run_1/drive_strength.png
The bar under the picture is 20 um long.
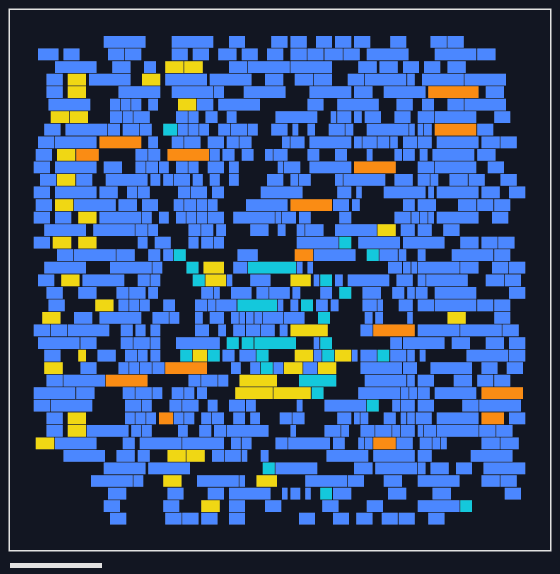
run_1/clock_map.png
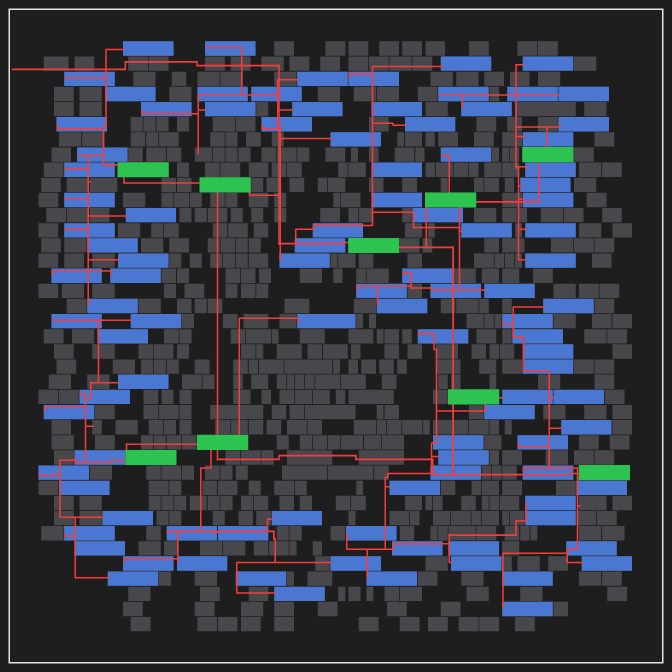
run_1/pins.png
Pins as bars across the die edge, other pins in grey.
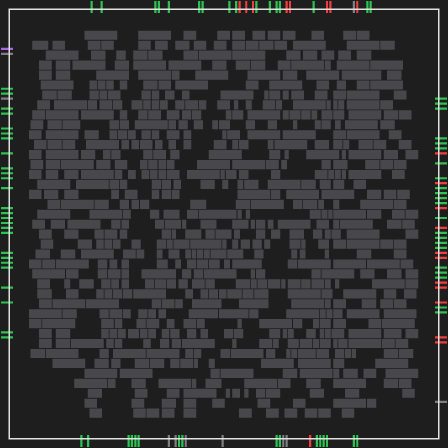
[src/rtl/lc3b_types.sv]
`default_nettype none
// ============================================================================
// Module      : lc3b_types
// Description : Shared types for the LC-3b out-of-order core: the Common Data
//               Bus packet and the default number of result sources.
// Revision    : 1.0 - initial release
// ============================================================================
package lc3b_types;

  localparam int num_cdb_sources = 4;
  localparam int CDB_DATA_WIDTH  = 16;
  localparam int CDB_TAG_WIDTH   = 3;

  // Common Data Bus packet, valid in the LSB
  typedef struct packed {
    logic [CDB_DATA_WIDTH-1:0] data;
    logic [CDB_TAG_WIDTH-1:0]  tag;
    logic                      valid;
  } cdb_t;

  // Successor of a round-robin index, wrapping at n
  function automatic int rr_next(input int idx, input int n);
    return (idx + 1 >= n) ? 0 : idx + 1;
  endfunction

endpackage : lc3b_types
`default_nettype wire

[src/rtl/cdb_arbiter_rr.sv]
`default_nettype none
// ============================================================================
// Module      : rr_arbiter
// Description : Combinational round-robin arbiter. Grants the first requester
//               at or after the priority pointer, wrapping modulo N.
// Revision    : 1.0 - initial release
// ============================================================================
module rr_arbiter #(
  parameter int N     = 4,
  parameter int IDX_W = (N > 1) ? $clog2(N) : 1
) (
  input  logic [N-1:0]     i_req,
  input  logic [IDX_W-1:0] i_ptr,
  output logic [N-1:0]     o_grant,
  output logic [IDX_W-1:0] o_grant_idx,
  output logic             o_grant_vld
);

  // Scan upward from the pointer with wrap-around; first requester wins
  always_comb begin
    int w_j;
    o_grant     = '0;
    o_grant_idx = '0;
    o_grant_vld = 1'b0;
    w_j         = 0;
    for (int k = 0; k < N; k++) begin
      w_j = int'(i_ptr) + k;
      if (w_j >= N) w_j = w_j - N;
      if (!o_grant_vld && i_req[w_j]) begin
        o_grant_vld    = 1'b1;
        o_grant[w_j]   = 1'b1;
        o_grant_idx    = IDX_W'(w_j);
      end
    end
  end

endmodule : rr_arbiter
`default_nettype wire

[src/rtl/cdb_arbiter.sv]
`default_nettype none
// ============================================================================
// Module      : cdb_arbiter
// Description : Collects completed results from the functional units into
//               one-entry per-source holding buffers and broadcasts one per
//               cycle, round-robin, on the registered Common Data Bus.
// Revision    : 1.0 - initial release
// ============================================================================
module cdb_arbiter
  import lc3b_types::*;
#(
  parameter int NUM_SRC = num_cdb_sources
) (
  input  logic                 clk,
  input  logic                 rst_n,
  input  logic                 flush,
  input  cdb_t [NUM_SRC-1:0]   src_in,
  output logic [NUM_SRC-1:0]   src_ack,
  output cdb_t                 CDB_out,
  output logic [NUM_SRC-1:0]   buf_full
);

  localparam int IDX_W = (NUM_SRC > 1) ? $clog2(NUM_SRC) : 1;

  logic [NUM_SRC-1:0]        r_full;
  logic [CDB_DATA_WIDTH-1:0] r_data [NUM_SRC];
  logic [CDB_TAG_WIDTH-1:0]  r_tag  [NUM_SRC];
  logic [IDX_W-1:0]          r_rr_ptr;
  cdb_t                      r_cdb;

  logic [NUM_SRC-1:0]        w_src_vld;
  logic [NUM_SRC-1:0]        w_ack;
  logic [NUM_SRC-1:0]        w_grant_oh;
  logic [IDX_W-1:0]          w_grant_idx;
  logic                      w_grant_vld;

  rr_arbiter #(
    .N     (NUM_SRC),
    .IDX_W (IDX_W)
  ) u_rr_arbiter (
    .i_req       (r_full),
    .i_ptr       (r_rr_ptr),
    .o_grant     (w_grant_oh),
    .o_grant_idx (w_grant_idx),
    .o_grant_vld (w_grant_vld)
  );

  // A buffer accepts when empty or draining this cycle; reset and flush block
  // acceptance so no station frees itself for a result that will be dropped.
  generate
    for (genvar i = 0; i < NUM_SRC; i++) begin : g_ack
      assign w_src_vld[i] = src_in[i].valid;
      assign w_ack[i]     = w_src_vld[i] & ~flush & rst_n
                            & (~r_full[i] | w_grant_oh[i]);
    end
  endgenerate

  // Holding buffers, round-robin pointer and registered bus output
  always_ff @(posedge clk or negedge rst_n) begin
    if (!rst_n) begin
      r_full   <= '0;
      r_rr_ptr <= '0;
      r_cdb    <= '0;
      for (int i = 0; i < NUM_SRC; i++) begin
        r_data[i] <= '0;
        r_tag[i]  <= '0;
      end
    end else if (flush) begin
      // Discard everything in flight; pointer keeps its fairness position
      r_full      <= '0;
      r_cdb.valid <= 1'b0;
    end else begin
      if (w_grant_vld) begin
        r_cdb.data <= r_data[w_grant_idx];
        r_cdb.tag  <= r_tag[w_grant_idx];
        r_cdb.valid <= 1'b1;
        r_rr_ptr   <= IDX_W'(rr_next(int'(w_grant_idx), NUM_SRC));
      end else begin
        r_cdb.valid <= 1'b0;
      end
      // A refill in the same cycle as the drain keeps the buffer full
      for (int i = 0; i < NUM_SRC; i++) begin
        if (w_ack[i]) begin
          r_full[i] <= 1'b1;
          r_data[i] <= src_in[i].data;
          r_tag[i]  <= src_in[i].tag;
        end else if (w_grant_oh[i]) begin
          r_full[i] <= 1'b0;
        end
      end
    end
  end

  assign src_ack  = w_ack;
  assign CDB_out  = r_cdb;
  assign buf_full = r_full;

endmodule : cdb_arbiter
`default_nettype wire

[config.mk]
export PLATFORM = sky130hd
export DESIGN_NAME = cdb_arbiter
export DESIGN_NICKNAME = d
export VERILOG_FILES = /design/src/rtl/lc3b_types.sv /design/src/rtl/cdb_arbiter_rr.sv /design/src/rtl/cdb_arbiter.sv
export SDC_FILE = /design/constraint.sdc
export NUM_CORES = 1
export LEC_CHECK = 0
export CAP_MARGIN = 10
export CORE_MARGIN = 5
export CORE_UTILIZATION = 53
export CTS_CLUSTER_SIZE = 10
export DETAILED_ROUTE_END_ITERATION = 16
export GPL_ROUTABILITY_DRIVEN = 0
export HOLD_SLACK_MARGIN = 0.12
export PLACE_DENSITY_LB_ADDON = 0.08
export SYNTH_ARGS = -nofsm -noshare
export SYNTH_HDL_FRONTEND = slang
export SYNTH_SLANG_ARGS = --single-unit
[constraint.sdc]
create_clock -name clk -period 4 [get_ports clk]
set_clock_uncertainty 0.15 [all_clocks]
set_input_delay 0.4 -clock clk [delete_from_list [all_inputs] [get_ports clk]]
set_output_delay 0.4 -clock clk [all_outputs]
set_load 0.01 [all_outputs]
==> impl_metrics.yaml, run 1 <==
# generated from flow reports
status:
  status: "finished, final reports clean"
logic_synthesis:
  edf_count: 0
  simple_gate_share_pct: 13.7
  numSynthFlops: 102
  top_area_share_pct: 42.0
  muxShareOfSynthArea_pct: 16.3
  ys_cells: 563
  netlist_area_sq_um: 6080
  yosys.area_share.adder_pct: 1.65
drt:
  wl_um: 17200
  wl_met2_um: 7950
  vias: 5253
  met1Wirelength_um: 7430
floorplan:
  num_tap_cells: 143
  die.size.y_um: 117
  dieArea_sq_um: 13700
grt:
  grt_antenna_before_repair: 0
  use_met3_pct: 5.14
layout:
  logic_gates: 394
  dominant-cell-class: "multi-input combinational cells"
  layout-drive-gt1-share_pct: 12.9
  stdcell_count: 793
  n_clock_buffer: 12
  antennaDiodeCount: 0
  seq_cells: 102
critical_path:
  crit_type: "flop to output port"
  cp_num_buf_inv: 3
  cp_slowest_cell: "mux4_2"
  r2r_start: "r_rr_ptr[0]"
final_timing:
  period_needed_ns: 3.93
  fmax_ghz: 0.255
  rsz0062_at_grt: "true"
pwr:
  p_seq_share_pct: 30.6
  clockPowerShare_pct: 16.4
  p_sw_mw: 2.39
min_path:
  holdPathEnd: "r_data[22]"
  hold_class: "flop to flop"
place:
  hpwlAfterDp_um: 11500
-- drive_strength.png (at the start) --
legend:
  orange:
    size: drive 6 and up
    cells: 15
    share: 2.3%
    most_used: clkbuf_16
  yellow:
    size: drive 2
    cells: 41
    share: 6.3%
    most_used: mux2_2
  cyan:
    size: drive 3 to 4
    cells: 28
    share: 4.3%
    most_used: buf_4
  blue:
    size: drive 1 or less
    cells: 566
    share: 87%
    most_used: clkdlybuf4s50_1

-- clock_map.png (at the start) --
legend:
  blue:
    item: flip-flops
    count: 102
  red:
    item: clock wires
    length: 1280 um
  green:
    item: cells driving clock nets
    count: 9
routed clock nets: 10
flops lie: spread over the die

-- pins.png (at the start) --
legend:
  green:
    port: `src_in`
    pins: 80
    direction: input
    edge: 26 left, 22 right, 16 bottom, 16 top
  red:
    port: `CDB_out`
    pins: 20
    direction: output
    edge: 11 right, 8 top, 1 bottom
  purple:
    port: `clk`
    pins: 1
    direction: input
    edge: left

==> run 1: metrics by stage <==
stage	hold slack, ns	area, sq um	power, mW
finish	0.367	7590	5.70
global route	0.376	7590	6.04
CTS	0.364	7570	5.65
detailed placement	0.345	7220	4.68
global placement	0.334	7220	4.56
floorplan	-0.0456	6080	3.80
==> run 1: power groups by stage <==
stage	Combinational, mW	Clock (mW)	Sequential [mW]
5_1_grt	3.27	0.993	1.79
6_report	3.02	0.933	1.75
3_5_place_dp	2.94	0	1.75
3_3_place_gp	2.83	0	1.73
2_1_floorplan	2.13	0	1.67
4_1_cts	2.97	0.953	1.73
==> run 1: state kept, by name, indices dropped and copies added, names as in the netlist <==
signal,count
CDB_out,20
r_rr_ptr,2
r_tag,12
r_data,64
buf_full,4
==> run 2, diff against run 1 <==
--- a/config.mk
+++ b/config.mk
@@ -5,7 +5,7 @@
 export SDC_FILE = /design/constraint.sdc
 export NUM_CORES = 1
 export LEC_CHECK = 0
-export CAP_MARGIN = 10
+export CAP_MARGIN = 20
 export CORE_MARGIN = 5
 export CORE_UTILIZATION = 53
 export CTS_CLUSTER_SIZE = 10
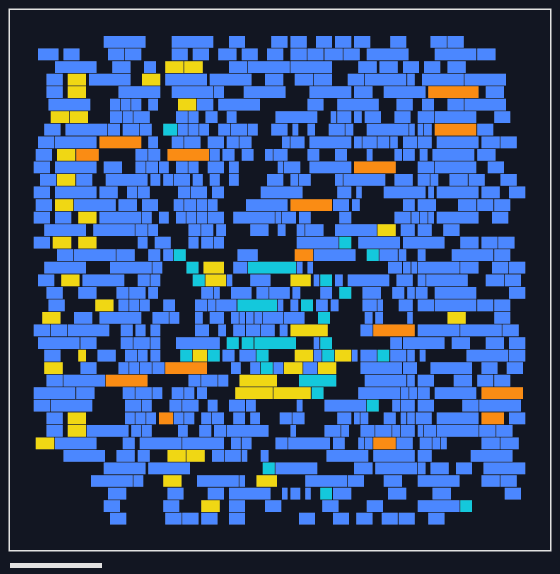
run_2/drive_strength.png
The bar under the picture is 20 um long.
legend:
  blue:
    size: drive 1 or less
    cells: 566
    share: 87%
    most_used: clkdlybuf4s50_1
  orange:
    size: drive 6 and up
    cells: 15
    share: 2.3%
    most_used: clkbuf_16
  cyan:
    size: drive 3 to 4
    cells: 28
    share: 4.3%
    most_used: buf_4
  yellow:
    size: drive 2
    cells: 41
    share: 6.3%
    most_used: mux2_2

==> run 2 against run 1 <==
  * Cell count unchanged
  * Sequential power about the same
  * Cell area did not move
  * Clock-buffer cell count unchanged
  * Clock power is essentially flat
  * Utilization unchanged
  * Power did not move
  * Fmax did not move
  * Critical path depth did not move
  * Non-clock buffer count stayed put
  * Sequential cell count did not move
  * Sequential share of layout area did not move
  * Critical path type unchanged
  * Highest routed layer unchanged
==> impl_metrics.yaml, run 2 <==
# generated from flow reports
logic_synthesis:
  ys_cells: 563
  synth_cells: 563
  common_cells: "102 x dfrtp_1, 49 x mux2_1, 37 x nor2b_1"
  numSynthFlops: 102
  topCellsByArea: "dfrtp_1 42%, mux2_1 9.1%, mux2_2 5.4%, nor2b_1 3.8%, a221o_1 3.1%"
  synthArstFlopShare_pct: 100
  edf_count: 0
  ys_seq_share_pct: 42.0
  yosysWarnings: 0
  fp_nets: 654
  top_area_share_pct: 42.0
  yosysChipArea_sq_um: 6080
  synth-main-ff-cell: "dfrtp_1"
  netlist_area_sq_um: 6080
pwr:
  p_per_area_nw_per_um2: 751
  ir_drop_v: 0.000494
  total_power_mw: 5.70
critical_path:
  worst_setup_path_start_kind: "flop"
  r2r.worst_path.cells: 9
  startpoint: "r_rr_ptr[0]"
  r2r_start: "r_rr_ptr[0]"
  ff2ff_setup_slack_ns: 0.57
  crit_fanout: 29
  worst-path-stages: 8
  crit_family: "buffers and inverters"
  cp_slowest_cell: "mux4_2"
  cp_num_buf_inv: 3
  setup.worst_path.end: "src_ack[3]"
  cp.arrival_ns: 3.38
  crit_type: "flop to output port"
drt:
  vias: 5253
  wl_met3_um: 1590
  met1Wirelength_um: 7430
  wl_met2_um: 7950
  vias_per_cell: 6.62
  wl_um: 17200
  drt-initial-drc-count: 606
  dr.pass1.iters: 6
  top_layer: "met4"
  wl_per_cell_um: 21.7
floorplan:
  pin_count: 111
  dieArea_sq_um: 13700
  die.size.y_um: 117
  num_tap_cells: 143
  initial_core_util_pct: 53.7
  core_area_sq_um: 11300
layout:
  logic_area_sq_um: 3230
  layout-drive-gt1-share_pct: 12.9
  dominant-cell-class: "multi-input combinational cells"
  seq_cells: 102
  stdcell_count: 793
  clock_cell_area_share_pct: 4.20
  logic_gates: 394
  antennaDiodeCount: 0
  n_clock_buffer: 12
  fin_area_sq_um: 7590
  lay_top_count: "clkdlybuf4s50_1"
  final.fill_count: 869
  layout.nets: 736
  final_cell_mix: "108 x clkdlybuf4s50_1, 101 x dfrtp_1, 49 x mux2_1"
  top_register: "r_data"
  inv_count: 4
  fin_util_pct: 67.1
  largest_reg_flops: 64
cts:
  ctsHtreeMaxLevel: 3
  clock.latency.late_pin_ns: 0.35
  cts_root_buffer: "clkbuf_16"
  cts_buffers: 9
  cts_tree: "done"
min_path:
  hold_class: "flop to flop"
  holdPathEnd: "r_data[22]"
final_timing:
  slew_viol_final: 0
  finalSetupViolations: 0
  rsz0062_at_grt: "true"
  hold_slack_ns: 0.367
  fmax_ghz: 0.255
  fin_ws_ns: 0.0730
  period_needed_ns: 3.93
  setup-tns-final_ns: 0
place:
  placed_cell_area_sq_um: 7220
  dpl.cell_count: 775
  hpwlAfterDp_um: 11500
grt:
  grt.busiest_layer: "met2"
  grt_antenna_before_repair: 0
  use_met3_pct: 5.14
run:
  drv_cap: 0
status:
  status: "finished, final reports clean"
-- run 2: kinds of logic after synthesis --
| kind of cell | count (synthesis) | synth area share [%] |
|---|---|---|
| adder cells (fa/ha/maj) | 8 | 1.65 |
| flip-flops | 102 | 42.0 |
| AND-OR/OR-AND | 158 | 20.3 |
| multiplexers | 84 | 16.3 |
| AND/OR/NAND/NOR | 142 | 13.7 |
| buffers and inverters | 68 | 5.95 |
| XOR/XNOR | 1 | 0.144 |
-- run 2: timing repair --
action | 4_1_cts | 5_1_grt
cloned | 1 | 0
endpoints found under the hold margin | 43 | 0
gates resized | 0 | 4
setup endpoints to repair | 3 | 3
pin swaps | 0 | 2
hold buffers | 1 | 0
-- run 2: where the power goes --
part,switching [mW],internal [mW]
clock,0.394,0.539
sequential,0.327,1.42
combinational,1.67,1.35
==> run 3, diff against run 2 <==
--- a/config.mk
+++ b/config.mk
@@ -6,7 +6,6 @@
 export NUM_CORES = 1
 export LEC_CHECK = 0
 export CAP_MARGIN = 20
-export CORE_MARGIN = 5
 export CORE_UTILIZATION = 53
 export CTS_CLUSTER_SIZE = 10
 export DETAILED_ROUTE_END_ITERATION = 16
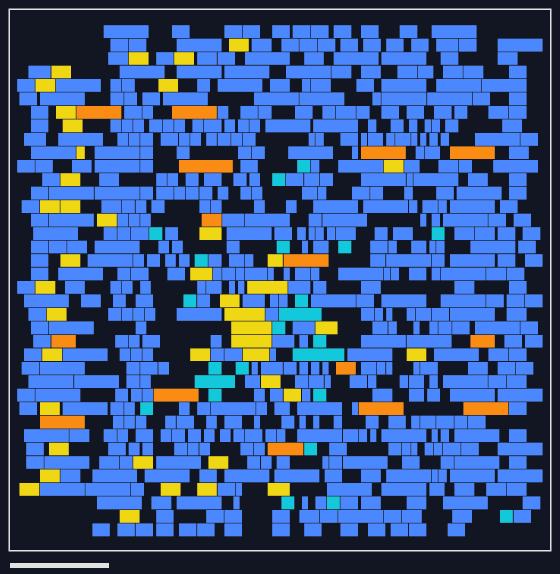
run_3/drive_strength.png
The bar under the picture is 20 um long.
legend:
  cyan:
    size: drive 3 to 4
    cells: 23
    share: 3.6%
    most_used: buf_4
  yellow:
    size: drive 2
    cells: 42
    share: 6.5%
    most_used: mux2_2
  blue:
    size: drive 1 or less
    cells: 567
    share: 88%
    most_used: clkdlybuf4s50_1
  orange:
    size: drive 6 and up
    cells: 15
    share: 2.3%
    most_used: clkbuf_16

==> run 3 against run 2 <==
  * Cell area decreased by 0.66%
  * Sequential power about the same
  * Critical path type unchanged
  * Worst hold slack got worse by 0.0063 ns
  * Synthesized cell count unchanged
  * Cell count decreased by 0.76%
  * Clock power decreased by 4.2%
  * Critical path depth unchanged
  * Highest routed layer unchanged
  * Clock-buffer cell count increased by 1
  * Sequential cell count unchanged
  * Utilization increased by 1.6 points
  * Fmax increased by 4.3%
  * Combinational power decreased by 1%
  * Largest cell class unchanged
==> impl_metrics.yaml, run 3 <==
# generated from flow reports
status:
  status: "finished, final reports clean"
logic_synthesis:
  topCombFamilyByArea: "AND-OR/OR-AND gates"
  simple_gate_share_pct: 13.7
  topCellsByArea: "dfrtp_1 42%, mux2_1 9.1%, mux2_2 5.4%, nor2b_1 3.8%, a221o_1 3.1%"
  ys_seq_share_pct: 42.0
  synth-main-ff-cell: "dfrtp_1"
  top_area_share_pct: 42.0
  synth_cells: 563
  common_cells: "102 x dfrtp_1, 49 x mux2_1, 37 x nor2b_1"
final_timing:
  fmax_ghz: 0.265
  period_needed_ns: 3.77
  hold_slack_ns: 0.361
  fin_ws_ns: 0.233
  setup-tns-final_ns: 0
  rsz0062_at_grt: "false"
  finalSetupViolations: 0
critical_path:
  worst-path-stages: 8
  crit_family: "buffers and inverters"
  r2r.worst_path.cells: 9
  cp_num_buf_inv: 3
  worst_setup_path_start_kind: "flop"
  ff2ff_setup_slack_ns: 0.57
  crit_fanout: 31
  cp_slowest_cell: "mux4_2"
  r2r_start: "r_rr_ptr[0]"
  setup.worst_path.end: "src_ack[2]"
floorplan:
  initial_core_util_pct: 55.3
  core_area_sq_um: 11000
  dieArea_sq_um: 11900
  pin_count: 111
pwr:
  switching_share_pct: 41.8
  combPwrFrac_pct: 53.0
  p_seq_share_pct: 31.0
  p_seq_mw: 1.74
  internal-power_mw: 3.27
  p_sw_mw: 2.35
  clockPowerShare_pct: 15.9
drt:
  wl_um: 16600
  drt-initial-drc-count: 711
  wl_per_cell_um: 21.1
  met1Wirelength_um: 6880
  vias: 5192
  top_layer: "met4"
  wl_met3_um: 1580
  vias_per_cell: 6.60
  wl_met2_um: 7810
  dr.pass1.iters: 6
grt:
  use_met3_pct: 7.89
layout:
  stdcell_count: 787
  largest_reg_flops: 64
  top_register: "r_data"
  antennaDiodeCount: 0
  layout.nets: 733
  final_cell_mix: "106 x clkdlybuf4s50_1, 101 x dfrtp_1, 49 x mux2_1"
  fin_area_sq_um: 7540
cts:
  clock.latency.late_pin_ns: 0.35
  cts_buffers: 9
  cts_root_buffer: "clkbuf_16"
  ctsHtreeMaxLevel: 3
min_path:
  hold_class: "flop to flop"
place:
  placed_cell_area_sq_um: 7210
==> run 3: cell counts after synthesis <==
No cell type changed its count.
==> run 3: worst min path at each step <==
stage | cells past startpoint | endpoint | slack (ns) | from
after floorplan | 0 | CDB_out[0] | -0.05 | rst_n
after global placement | 1 | r_data[8] | 0.33 | r_data[8]
final | 1 | r_tag[7] | 0.36 | r_tag[7]
after CTS | 1 | r_data[5] | 0.37 | r_data[5]
after global routing | 1 | r_data[6] | 0.38 | r_data[6]
after detailed placement | 1 | r_data[6] | 0.34 | r_data[6]
==> run 3: layout make-up <==
class	count	area (sq um)	share of cell area [%]
Clock buffer	13	260	3.45
Clock inverter	3	42.5	0.564
Inverter	4	15.0	0.199
Multi-Input combinational cell	393	3200	42.4
Sequential cell	102	2560	33.9
Tap cell	140	175	2.32
Timing Repair Buffer	132	1290	17.2
No activity file was given, so power comes from the tool's default toggle rates.
